[src/rtl/logic_lib_pkg.sv]
// Shared definitions for the shared 8-bit logic unit and its arbiter.
//   OP_*  : 2-bit operation encoding presented on req_op
//   ST_*  : FSM state encoding used by eightbit_logic_arbiter
package logic_lib_pkg;

  localparam int unsigned DATA_W = 8;
  localparam int unsigned OP_W   = 2;

  localparam logic [OP_W-1:0] OP_NOT = 2'b00;
  localparam logic [OP_W-1:0] OP_AND = 2'b01;
  localparam logic [OP_W-1:0] OP_OR  = 2'b10;
  localparam logic [OP_W-1:0] OP_XOR = 2'b11;

  localparam logic [1:0] ST_IDLE = 2'b00;
  localparam logic [1:0] ST_EXEC = 2'b01;
  localparam logic [1:0] ST_DONE = 2'b10;

endpackage

[src/rtl/eightbit_logic_unit.sv]
// Combinational 8-bit bitwise logic unit: NOT a / AND / OR / XOR selected by op.
//   out : result
//   a   : operand a
//   b   : operand b (unused for NOT)
//   op  : operation select (OP_* encoding)
module eightbit_logic_unit
  import logic_lib_pkg::*;
(
  output logic [DATA_W-1:0] out,
  input  logic [DATA_W-1:0] a,
  input  logic [DATA_W-1:0] b,
  input  logic [OP_W-1:0]   op
);

  logic [DATA_W-1:0] w_not;
  logic [DATA_W-1:0] w_and;
  logic [DATA_W-1:0] w_or;
  logic [DATA_W-1:0] w_xor;

  // gate-level bitwise functions
  assign w_not = ~a;
  assign w_and = a & b;
  assign w_or  = a | b;
  assign w_xor = a ^ b;

  // 4:1 result mux
  always_comb begin
    out = w_not;
    case (op)
      OP_NOT: out = w_not;
      OP_AND: out = w_and;
      OP_OR:  out = w_or;
      OP_XOR: out = w_xor;
      default: out = w_not;
    endcase
  end

endmodule

[src/rtl/eightbit_logic_arbiter.sv]
// Round-robin arbiter sharing one eightbit_logic_unit among NREQ requesters.
//   clk, reset          : clock, synchronous active-high reset
//   req_valid/req_ready : per-requester handshake (req_ready one-hot or zero, combinational)
//   req_op/req_a/req_b  : per-requester packed op and operands
//   res_valid/res_ready : registered result handshake
//   res_data/res_id     : registered result and producing requester index
module eightbit_logic_arbiter
  import logic_lib_pkg::*;
#(
  parameter  int unsigned NREQ = 4,
  localparam int unsigned IDW  = $clog2(NREQ)
) (
  input  logic                   clk,
  input  logic                   reset,
  input  logic [NREQ-1:0]        req_valid,
  output logic [NREQ-1:0]        req_ready,
  input  logic [OP_W*NREQ-1:0]   req_op,
  input  logic [DATA_W*NREQ-1:0] req_a,
  input  logic [DATA_W*NREQ-1:0] req_b,
  output logic                   res_valid,
  input  logic                   res_ready,
  output logic [DATA_W-1:0]      res_data,
  output logic [IDW-1:0]         res_id
);

  logic [1:0]        r_state,     w_state_nxt;
  logic [IDW-1:0]    r_rr_ptr,    w_rr_ptr_nxt;
  logic [IDW-1:0]    r_win,       w_win_nxt;
  logic [OP_W-1:0]   r_op,        w_op_nxt;
  logic [DATA_W-1:0] r_a,         w_a_nxt;
  logic [DATA_W-1:0] r_b,         w_b_nxt;
  logic              r_res_valid, w_res_valid_nxt;
  logic [DATA_W-1:0] r_res_data,  w_res_data_nxt;
  logic [IDW-1:0]    r_res_id,    w_res_id_nxt;

  logic              w_found;
  logic [IDW-1:0]    w_pick;
  logic [OP_W-1:0]   w_pick_op;
  logic [DATA_W-1:0] w_pick_a;
  logic [DATA_W-1:0] w_pick_b;
  logic [DATA_W-1:0] w_unit_out;

  // first valid requester at or above rr_ptr, wrapping modulo NREQ
  always_comb begin : p_pick
    int unsigned idx;
    idx     = 0;
    w_found = 1'b0;
    w_pick  = '0;
    for (int unsigned k = 0; k < NREQ; k++) begin
      idx = (32'(r_rr_ptr) + k) % NREQ;
      if (!w_found && req_valid[IDW'(idx)]) begin
        w_found = 1'b1;
        w_pick  = IDW'(idx);
      end
    end
  end

  // operand select for the winning requester
  always_comb begin
    w_pick_op = '0;
    w_pick_a  = '0;
    w_pick_b  = '0;
    for (int unsigned i = 0; i < NREQ; i++) begin
      if (w_pick == IDW'(i)) begin
        w_pick_op = req_op[OP_W*i +: OP_W];
        w_pick_a  = req_a[DATA_W*i +: DATA_W];
        w_pick_b  = req_b[DATA_W*i +: DATA_W];
      end
    end
  end

  eightbit_logic_unit u_unit (
    .out (w_unit_out),
    .a   (r_a),
    .b   (r_b),
    .op  (r_op)
  );

  // next-state and grant logic
  always_comb begin
    w_state_nxt     = r_state;
    w_rr_ptr_nxt    = r_rr_ptr;
    w_win_nxt       = r_win;
    w_op_nxt        = r_op;
    w_a_nxt         = r_a;
    w_b_nxt         = r_b;
    w_res_valid_nxt = r_res_valid;
    w_res_data_nxt  = r_res_data;
    w_res_id_nxt    = r_res_id;
    req_ready       = '0;

    case (r_state)
      ST_IDLE: begin
        if (w_found) begin
          req_ready   = NREQ'(1) << w_pick;
          w_win_nxt   = w_pick;
          w_op_nxt    = w_pick_op;
          w_a_nxt     = w_pick_a;
          w_b_nxt     = w_pick_b;
          w_state_nxt = ST_EXEC;
        end
      end
      ST_EXEC: begin
        w_res_valid_nxt = 1'b1;
        w_res_data_nxt  = w_unit_out;
        w_res_id_nxt    = r_win;
        w_state_nxt     = ST_DONE;
      end
      ST_DONE: begin
        if (res_ready) begin
          w_res_valid_nxt = 1'b0;
          // pointer moves past the requester just served, only on completion
          w_rr_ptr_nxt    = (32'(r_win) == NREQ - 1) ? '0 : r_win + IDW'(1);
          w_state_nxt     = ST_IDLE;
        end
      end
      default: w_state_nxt = ST_IDLE;
    endcase

    if (reset) req_ready = '0;
  end

  // state and datapath registers
  always_ff @(posedge clk) begin
    if (reset) begin
      r_state     <= ST_IDLE;
      r_rr_ptr    <= '0;
      r_win       <= '0;
      r_op        <= '0;
      r_a         <= '0;
      r_b         <= '0;
      r_res_valid <= 1'b0;
      r_res_data  <= '0;
      r_res_id    <= '0;
    end else begin
      r_state     <= w_state_nxt;
      r_rr_ptr    <= w_rr_ptr_nxt;
      r_win       <= w_win_nxt;
      r_op        <= w_op_nxt;
      r_a         <= w_a_nxt;
      r_b         <= w_b_nxt;
      r_res_valid <= w_res_valid_nxt;
      r_res_data  <= w_res_data_nxt;
      r_res_id    <= w_res_id_nxt;
    end
  end

  assign res_valid = r_res_valid;
  assign res_data  = r_res_data;
  assign res_id    = r_res_id;

endmodule

[config.mk]
export PLATFORM = sky130hd
export DESIGN_NAME = eightbit_logic_arbiter
export DESIGN_NICKNAME = d
export VERILOG_FILES = /design/src/rtl/logic_lib_pkg.sv /design/src/rtl/eightbit_logic_unit.sv /design/src/rtl/eightbit_logic_arbiter.sv
export SDC_FILE = /design/constraint.sdc
export NUM_CORES = 1
export LEC_CHECK = 0
export ABC_AREA = 1
export CAP_MARGIN = 0
export CORE_UTILIZATION = 40
export DETAILED_ROUTE_END_ITERATION = 8
export MAX_ROUTING_LAYER = met4
export PLACE_DENSITY_LB_ADDON = 0.05
export SYNTH_ARGS = -nofsm -noshare
export SYNTH_HDL_FRONTEND = slang
export SYNTH_SLANG_ARGS = --single-unit
[constraint.sdc]
create_clock -name clk -period 5.1 [get_ports clk]
set_input_delay 1.02 -clock clk [delete_from_list [all_inputs] [get_ports clk]]
set_output_delay 1.02 -clock clk [all_outputs]
set_load 0.02 [all_outputs]
Port wiring:
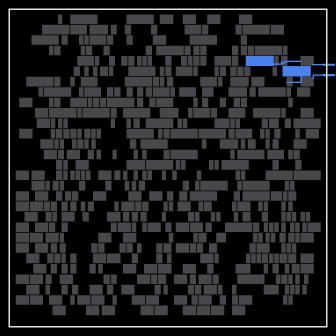
port	colour	bits	direction	end cells	buffers	wire
`res_id`	blue	2	output	2	2	23.4 um
IO Pins: 94
# port buffers: 93

Selected gate families:
Bar = 20 um.
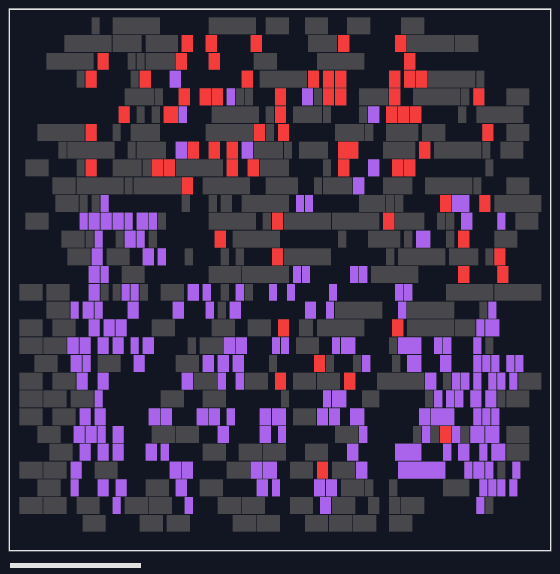
family	colour	cells
nand cells	purple	179
aoi and oai cells	red	67
Top cell excl fill/tap: clkdlybuf4s50_1
Comb area share: 0.4502

Placement density heat map:
The die is cut into 8 by 8 equal tiles; black is low, pale yellow is high, 0 to 100% covered.
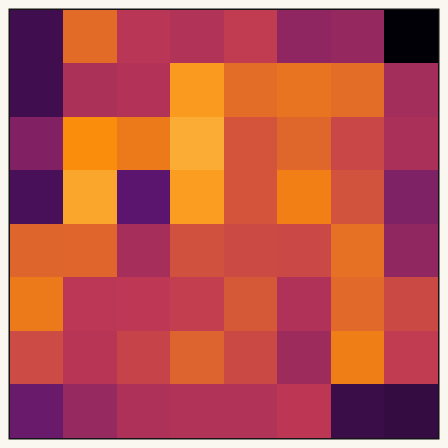
tiles over 75% full	7.8%
nearly empty tiles	1.6%
mean over tiles	51%
fullest tile	82%
final core utilization: 0.5688
core area: 6314 sq um
Init Core Util: 0.4122

Metal 3:
Bar = 20 um.
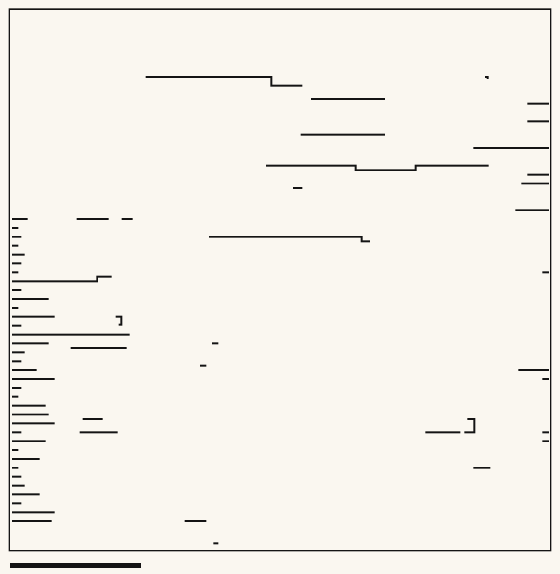
share of all routed wire	4.2%
wire length on this layer	310 um
longest straight run	23.2 um
nets with wire on the layer	60
met3 usage: 0.04615
DR vias: 2882
final wirelength: 7.476 mm

Placement view:
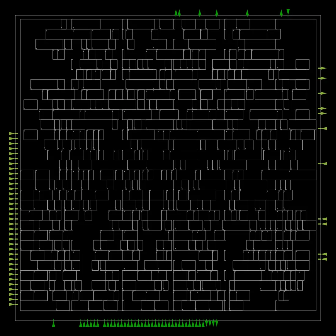
seq_cells: 35
num rows: 29
fillers: 642

==> results_slide.txt <==
Implementation Results

Clock tree
  • H-tree depth: 2
  • CTS tree: built
  • Post-cts sizing count: 0
  • Latency at later pin: 0.29 ns
  • CTS Root Cell: clkbuf_8
  • Postcts setup bufs: 0

Synth
  • Synth flops: 35
  • YS chip area: ~2600 sq um
  • YS warnings: 0
  • Register share after synthesis: 0.2692
  • Syn_area_per_cell: 6.474 sq um

Place
  • RD Place Congestion: 0.8127
  • Dpl cells: between 500 and 600
  • Place WS: ~0.49 ns

Drt
  • DR pass1 iterations: 4
  • Vias/cell: 5.137
  • Detail Route Antenna Nets: 0
  • DRT iter0 DRCs: approximately 97

Critical path
  • CP Launch Point: req_valid[3]
  • CP peak stage delay: 0.63 ns
  • Worst reg2reg path startpoint: r_rr_ptr[0]$_SDFFE_PP0P_
  • Setup crit end kind: output pin
  • CP max stage cell: clkdlybuf4s50_1
  • Required time worst endpoint: 4.08 ns
  • Crit Path Category: input pin to output pin

STA
  • Min Hold Slack: ~0.48 ns
  • Final Max Slew Viols: 0
  • Skew final: 0.009469 ns
  • Slew margin rel.: 0.5656
  • Final Hold Violating Endpoints: 0
  • Worst setup margin: 0.4666 ns

Layout
  • Final nets: 580
  • Inserted Diodes: 0
  • Top cells excl fill/tap: 93 x clkdlybuf4s50_1, 84 x nand2_1, 79 x nand3_1

Global route
  • Global Route Usage Sum: 0.2322

Status
  • Status: finished, final reports clean

Floorplan
  • Die width: 82.66 um

Power and ir drop
  • Total power: 1.072 mW
## where the power goes
part / internal (mW) / switching [mW] / total (mW)
logic: 0.203 / 0.293 / 0.496
registers: 0.326 / 0.0487 / 0.374
clock network: 0.106 / 0.0957 / 0.201
## cells by family after synthesis
family                     synth area share
buffers and inverters                0.1096
AOI/OAI and AO/OA                    0.1308
DFF                                  0.2692
adders and majority gates           0.08173
and+or+nand+nor                      0.4087
## synth_stat cells, drive strengths merged
master	instances	area, sq um
nand4	4	25.02
a21oi	26	130.1
clkbuf	7	26.28
ha	17	212.7
o22ai	1	6.260
o21ai	39	195.2
inv	39	151.4
nand3	81	415.4
nor2	43	209.0
or2	1	6.260
nand3b	2	27.53
nand2	92	370.4
nor3	2	10.01
dfxtp	35	700.7
buf	12	107.6
a221oi	1	8.760
## worst max-delay path, delay by kind of cell
family,cells,cell delay [ns]
and+or+nand+nor,8,1.12
buffers and inverters,5,1.44
## final cells by class
| type | instances | area (sq um) | share of cell area |
|---|---|---|---|
| multi-input cells | 309 | 1617 | 0.4502 |
| repair buffers | 94 | 938.4 | 0.2613 |
| flip-flops and latches | 35 | 700.7 | 0.1951 |
| inverters | 39 | 151.4 | 0.04216 |
| well taps | 77 | 96.34 | 0.02683 |
| clock buffers | 6 | 82.58 | 0.02300 |
| clock inverters | 1 | 5.005 | 0.001394 |
## registers in the layout, indices dropped and copies added (netlist names)
name	flops
r_a	8
r_b	8
res_data	8
r_op	2
r_rr_ptr	2
r_state	2
r_win	2
res_id	2
res_valid	1
## routing by layer
metal	vias up	wire length (um)	global-route usage
met4	0	90	0.04483
met2	77	3810	0.4189
met5	-	0	-
li1	1490	-	-
met1	1305	3264	0.2655
met3	10	310	0.04615
Power and IR drop assume default switching activity.
